<file path="src/rtl/hex_display_pkg.sv">
// Shared types, constants and seven-segment encoding for the hex counter display.
package hex_display_pkg;

  typedef logic [3:0] nibble_t;
  typedef logic [6:0] seg7_t;

  localparam seg7_t   SEG_BLANK     = 7'b1111111;
  localparam nibble_t HEX_MAX_DIGIT = 4'hF;
  localparam nibble_t BCD_MAX_DIGIT = 4'd9;

  // Active-low segments, bit order g..a.
  function automatic seg7_t seg7_encode(input nibble_t d);
    seg7_t s;
    case (d)
      4'h0: s = 7'b1000000;
      4'h1: s = 7'b1111001;
      4'h2: s = 7'b0100100;
      4'h3: s = 7'b0110000;
      4'h4: s = 7'b0011001;
      4'h5: s = 7'b0010010;
      4'h6: s = 7'b0000010;
      4'h7: s = 7'b1111000;
      4'h8: s = 7'b0000000;
      4'h9: s = 7'b0010000;
      4'hA: s = 7'b0001000;
      4'hB: s = 7'b0000011;
      4'hC: s = 7'b1000110;
      4'hD: s = 7'b0100001;
      4'hE: s = 7'b0000110;
      default: s = 7'b0001110;
    endcase
    return s;
  endfunction

endpackage

</file>
<file path="src/rtl/seg7_decoder.sv">
// One seven-segment digit: nibble to active-low segments, with forced blanking.
module seg7_decoder
  import hex_display_pkg::*;
(
  input  nibble_t digit,
  input  logic    blank,
  output seg7_t   seg
);

  always_comb begin
    seg = blank ? SEG_BLANK : seg7_encode(digit);
  end

endmodule

</file>
<file path="src/rtl/hex_counter_display.sv">
// N-digit prescaled up/down counter (hex or BCD) with parallel load, wrap pulse
// and leading-zero-blanked seven-segment outputs.
module hex_counter_display
  import hex_display_pkg::*;
#(
  parameter int unsigned DIGITS   = 2,
  parameter int unsigned PRESCALE = 50000000
) (
  input  logic                  clock,
  input  logic                  reset_n,
  input  logic                  enable,
  input  logic                  up,
  input  logic                  load,
  input  logic [4*DIGITS-1:0]   load_value,
  input  logic                  decimal,
  input  logic                  blank_zeros,
  output logic [4*DIGITS-1:0]   value,
  output logic                  wrap,
  output logic [7*DIGITS-1:0]   hex
);

  localparam int unsigned VW = 4 * DIGITS;
  localparam int unsigned PW = (PRESCALE > 1) ? $clog2(PRESCALE) : 1;
  localparam logic [PW-1:0] PRE_LAST = PW'(PRESCALE - 1);

  logic [PW-1:0] prescaler;
  logic          tick;
  logic [VW-1:0] load_sat;
  logic [VW-1:0] normed;
  logic [VW-1:0] stepped;
  logic          needs_norm;
  logic          at_max;
  logic          at_zero;
  logic          carry;
  nibble_t       digit_max;
  nibble_t       nib;
  logic [DIGITS-1:0] blank_mask;
  logic          upper_zero;

  assign tick    = enable && (prescaler == PRE_LAST);
  assign at_zero = (value == '0);

  // Per-digit saturation, normalisation and ripple step in one pass.
  always_comb begin
    load_sat   = load_value;
    normed     = value;
    stepped    = value;
    needs_norm = 1'b0;
    at_max     = 1'b1;
    carry      = 1'b1;
    nib        = '0;
    digit_max  = decimal ? BCD_MAX_DIGIT : HEX_MAX_DIGIT;
    for (int unsigned i = 0; i < DIGITS; i++) begin
      nib = load_value[4*i +: 4];
      if (decimal && (nib > BCD_MAX_DIGIT)) begin
        load_sat[4*i +: 4] = BCD_MAX_DIGIT;
      end
      nib = value[4*i +: 4];
      if (decimal && (nib > BCD_MAX_DIGIT)) begin
        normed[4*i +: 4] = BCD_MAX_DIGIT;
        needs_norm       = 1'b1;
      end
      if (nib != digit_max) begin
        at_max = 1'b0;
      end
      if (carry) begin
        if (up) begin
          if (nib == digit_max) begin
            stepped[4*i +: 4] = '0;
          end else begin
            stepped[4*i +: 4] = nib + 4'd1;
            carry             = 1'b0;
          end
        end else begin
          if (nib == '0) begin
            stepped[4*i +: 4] = digit_max;
          end else begin
            stepped[4*i +: 4] = nib - 4'd1;
            carry             = 1'b0;
          end
        end
      end
    end
  end

  always_ff @(posedge clock or negedge reset_n) begin
    if (!reset_n) begin
      value     <= '0;
      prescaler <= '0;
      wrap      <= 1'b0;
    end else if (load) begin
      value     <= load_sat;
      prescaler <= '0;
      wrap      <= 1'b0;
    end else begin
      if (enable) begin
        prescaler <= tick ? '0 : prescaler + 1'b1;
      end
      // A pending normalisation swallows any tick in the same cycle.
      if (needs_norm) begin
        value <= normed;
        wrap  <= 1'b0;
      end else if (tick) begin
        value <= stepped;
        wrap  <= up ? at_max : at_zero;
      end else begin
        wrap  <= 1'b0;
      end
    end
  end

  // Walk from the most significant digit down; a digit blanks while everything above it is zero.
  always_comb begin
    blank_mask = '0;
    upper_zero = 1'b1;
    for (int unsigned j = 0; j < DIGITS; j++) begin
      upper_zero = upper_zero && (value[4*(DIGITS-1-j) +: 4] == '0);
      if ((DIGITS - 1 - j) != 0) begin
        blank_mask[DIGITS-1-j] = blank_zeros && upper_zero;
      end
    end
  end

  for (genvar g = 0; g < DIGITS; g++) begin : g_digit
    seg7_decoder u_dec (
      .digit (value[4*g +: 4]),
      .blank (blank_mask[g]),
      .seg   (hex[7*g +: 7])
    );
  end

endmodule

</file>
<file path="config.mk">
export PLATFORM = sky130hd
export DESIGN_NAME = hex_counter_display
export DESIGN_NICKNAME = d
export VERILOG_FILES = /design/src/rtl/hex_display_pkg.sv /design/src/rtl/seg7_decoder.sv /design/src/rtl/hex_counter_display.sv
export SDC_FILE = /design/constraint.sdc
export NUM_CORES = 1
export LEC_CHECK = 0
export ABC_AREA = 1
export CELL_PAD_IN_SITES_DETAIL_PLACEMENT = 1
export CELL_PAD_IN_SITES_GLOBAL_PLACEMENT = 1
export CORE_ASPECT_RATIO = 0.6
export CORE_MARGIN = 4
export CORE_UTILIZATION = 42
export DETAILED_ROUTE_END_ITERATION = 6
export GPL_TIMING_DRIVEN = 0
export PLACE_DENSITY = 0.95
export SYNTH_ARGS = -nofsm -noshare
export SYNTH_HDL_FRONTEND = slang
export SYNTH_SLANG_ARGS = --single-unit
</file>
<file path="constraint.sdc">
create_clock -name clock -period 2.96 [get_ports clock]
set_input_delay 0.592 -clock clock [delete_from_list [all_inputs] [get_ports clock]]
set_output_delay 0.592 -clock clock [all_outputs]
set_load 0.05 [all_outputs]
</file>
Fig. 1: placed standard cells
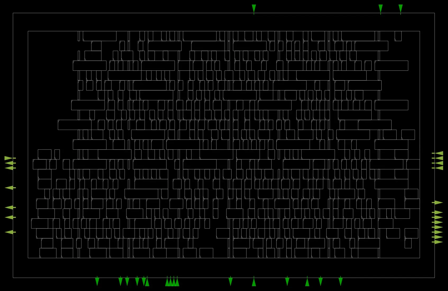
Final Util: 52.86%
non-filler instance count after layout: 596
cell row count: 23
Filler cells: 936
Flop Count: 35

Fig. 2: wire density map
23 x 15 tiles, from dark blue (low) to red (high), scaled to the fullest tile. Values are wire area over tile area, all layers added.
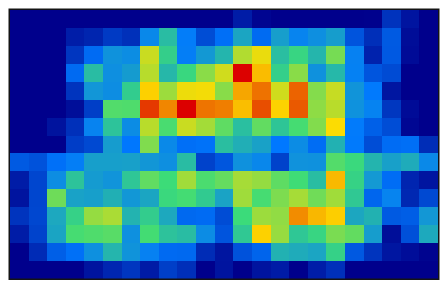
nearly empty tiles	18%
densest ninth of the die	centre
tiles over half the peak	22%
fullest tile	0.63
mean over tiles	0.19
emptiest ninth of the die	upper left

Fig. 3: where the registers sit
The bar under the picture is 20 um long.
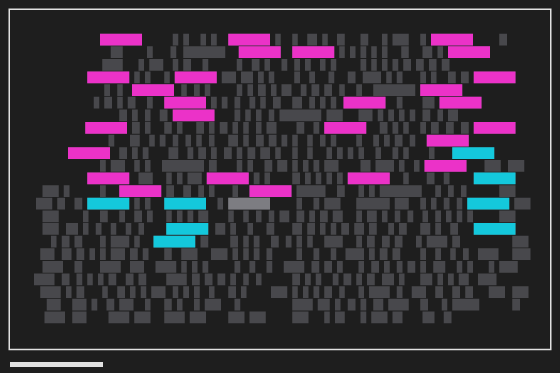
colour	netlist name	sequential cells
cyan	value	8
magenta	prescaler	26
not coloured	1

==> run notes <==
fresh numbers from the pnr run: status finished clean, Slew Viols, Final 0, Comb area share about 51%, dominant logic cell type in the layout nand2_1, Total Neg Setup Slack 0 ns, CTS Buf Count 5, crit path max fanout 10, Synth logic family simple AND/OR/NAND/NOR gates, die outline width between 100 and 150 um, Logic area about 1800 um2, starting DRC count in detailed routing ~240, reg-to-reg setup timing slack between 0.8 and 0.9 ns, NonClk Buf Share about 11%, Yosys warning total 0, r2r startpoint value[5], # IOs 38, worst-path cell chain inv_1 -> ha_1 -> nand2_1 -> nor2_2 -> nand2_2 -> o211ai_1 -> clkdlybuf4s15_2, chip area approximately 8500 um2, clk_lat worst skew approximately 0.28 ns, Worst EP required ~2.4 ns, worst setup margin 0.1407 ns, TritonCTS Sinks 35, pin count of the biggest net entering global routing 36, Post-route DRC 0, async set-or-reset flop fraction in the synthesized netlist 100.0%, nets@finish roughly 540, largest class combinational gates, Comb power frac between 60% and 70%, Post-DRT Antenna Nets 0, Slowest Stage Delay on Critical Path 0.51 ns, simple share a little over two fifths, CLK BUF 7, PD cells about 990 nW/um2, Cell Area, Synth 2958 um2, Hold Fails Final Rpt 0, layout cell share with drive strength beyond 1 10.22%, Slew @ Worst Pin 0.8049 ns, ys flops 35, RSZ-0062 raised after global routing no, Worst slew margin between 40% and 50%, Pre-antenna DRT Iters 5, critical path launch point type register, share of power burned in registers slightly below 20%, ys flop type dfrtp_1, Synth top cell by count nand2_1, Peak Freq 0.3547 GHz, inverters between 50 and 60, Signal buffers 44, ClkCell Share a little under 4%, Mux area share 0%, clk buf depth 2, number of enable flip-flop cells 0, Root Buffer clkbuf_16, GRT overflow 0, Tool Warnings 36, Post-Syn Instances roughly 460, combinational gate count around 360, Adder Share, Synth under 10%, ant diodes 0, net switching fraction of the power a little under three fifths, YS chip area a little under 3000 um2, Post-Route WL 10.13 mm, FF/Latch Area 875.8 um2, Core Util at FP approximately 44%, Final Skew 0.004420 ns, DR vias/cell between 5 and 6, syn nets around 490, Critical Path Stages 7, synth cell count leaders nand2_1 (144), nor2_1 (65), inv_1 (45), Top Consumer combinational logic, global-route wire length before repair 17.06 mm, worst hold path class in -> async, CTS tree yes, Worst path top cell family by delay buffers and inverters, Power Clock 0.503 mW, worst r2r path cells 11, yosys cell count 464, XORs/XNORs by Area under 10%, area leader, netlist dfrtp_1, Final min period 2.819 ns, sequential share of the synthesized area between 20% and 30%, die height between 70 and 80 um, Area Overhead vs Synth 20.85%, Placer Congestion 0.8961, GR Util All Layers about a quarter, Avg Cell Area, Syn 6.375 um2, Port-buffer cells 37, Buf/Inv on CP 2, antenna violations before repair 0, Clock power frac ~14%, worst setup path startpoint value[4], via count 3326, number of global-route vias before repair between 3k and 4k, tapcells inserted around 87, Synth top area share around 30%, Crit Path Class reg -> out, FF-to-FF End value[2], Slowest-stage cell, CP dfrtp_1, Lkg Pwr 1.788 nW, comb pwr between 2 and 2.5 mW, Worst-path clk slew about 0.060 ns, Tcrit/Tclk final a little over nine tenths, Final Total Pwr about 3.5 mW, Max IR drop VDD between 0.8 and 0.9 mV, HPWL Detailed 7.671 mm, Synth area leaders dfrtp_1 (30%), nand2_1 (18%), nor2_1 (8.2%), Core Region 6763 um2, Setup-failing EPs final 0, critical path endpoint category output pin, setup bufs post-CTS 0, yosys aoi share between 10% and 20%, reported sequential group power approximately 0.7 mW, Worst Path Arrival 2.23 ns, Inst Count DP ~590, WL/cell approximately 17 um, Net Switching between 1.5 and 2 mW, pre-CTS WS -0.2161 ns, H-Tree Depth 2, Top cells excl fill/tap nand2_1 (143), nor2_1 (64), inv_1 (44), Max Cap Viol 0, Power Internal 1.541 mW, Synth cell types 39, flop share of the area 24.50%, crit path to hex[13]
[state kept, by name, indices dropped and copies added (netlist names)]
signal and cells:
value 8, prescaler 26, wrap 1
[through the flow]
step | hold WS (ns) | cell area [um2] | util, %
detailed placement | 0.5118 | 3440 | 50.86
CTS | 0.4245 | 3567 | 52.75
finish | 0.3950 | 3575 | 52.86
floorplan | 0.2964 | 2965 | -
global route | 0.4631 | 3575 | 52.86
global placement | 0.4929 | 3445 | 50.93
[metal layers]
layer	up-vias	track usage, %	part of all wire [%]
li1	1589	-	-
met1	1613	37.51	48
met2	109	38.72	44
met3	15	4.722	6.1
met4	0	5.534	0.96
met5	-	0	0
[what timing repair did]
action | in CTS | in global routing
gates resized | 33 | 4
hold buffers | 0 | 0
endpoints found under the setup margin | 11 | 6
pin swaps | 0 | 0
Power figures rest on the tool's default switching activity, not on a simulated workload.
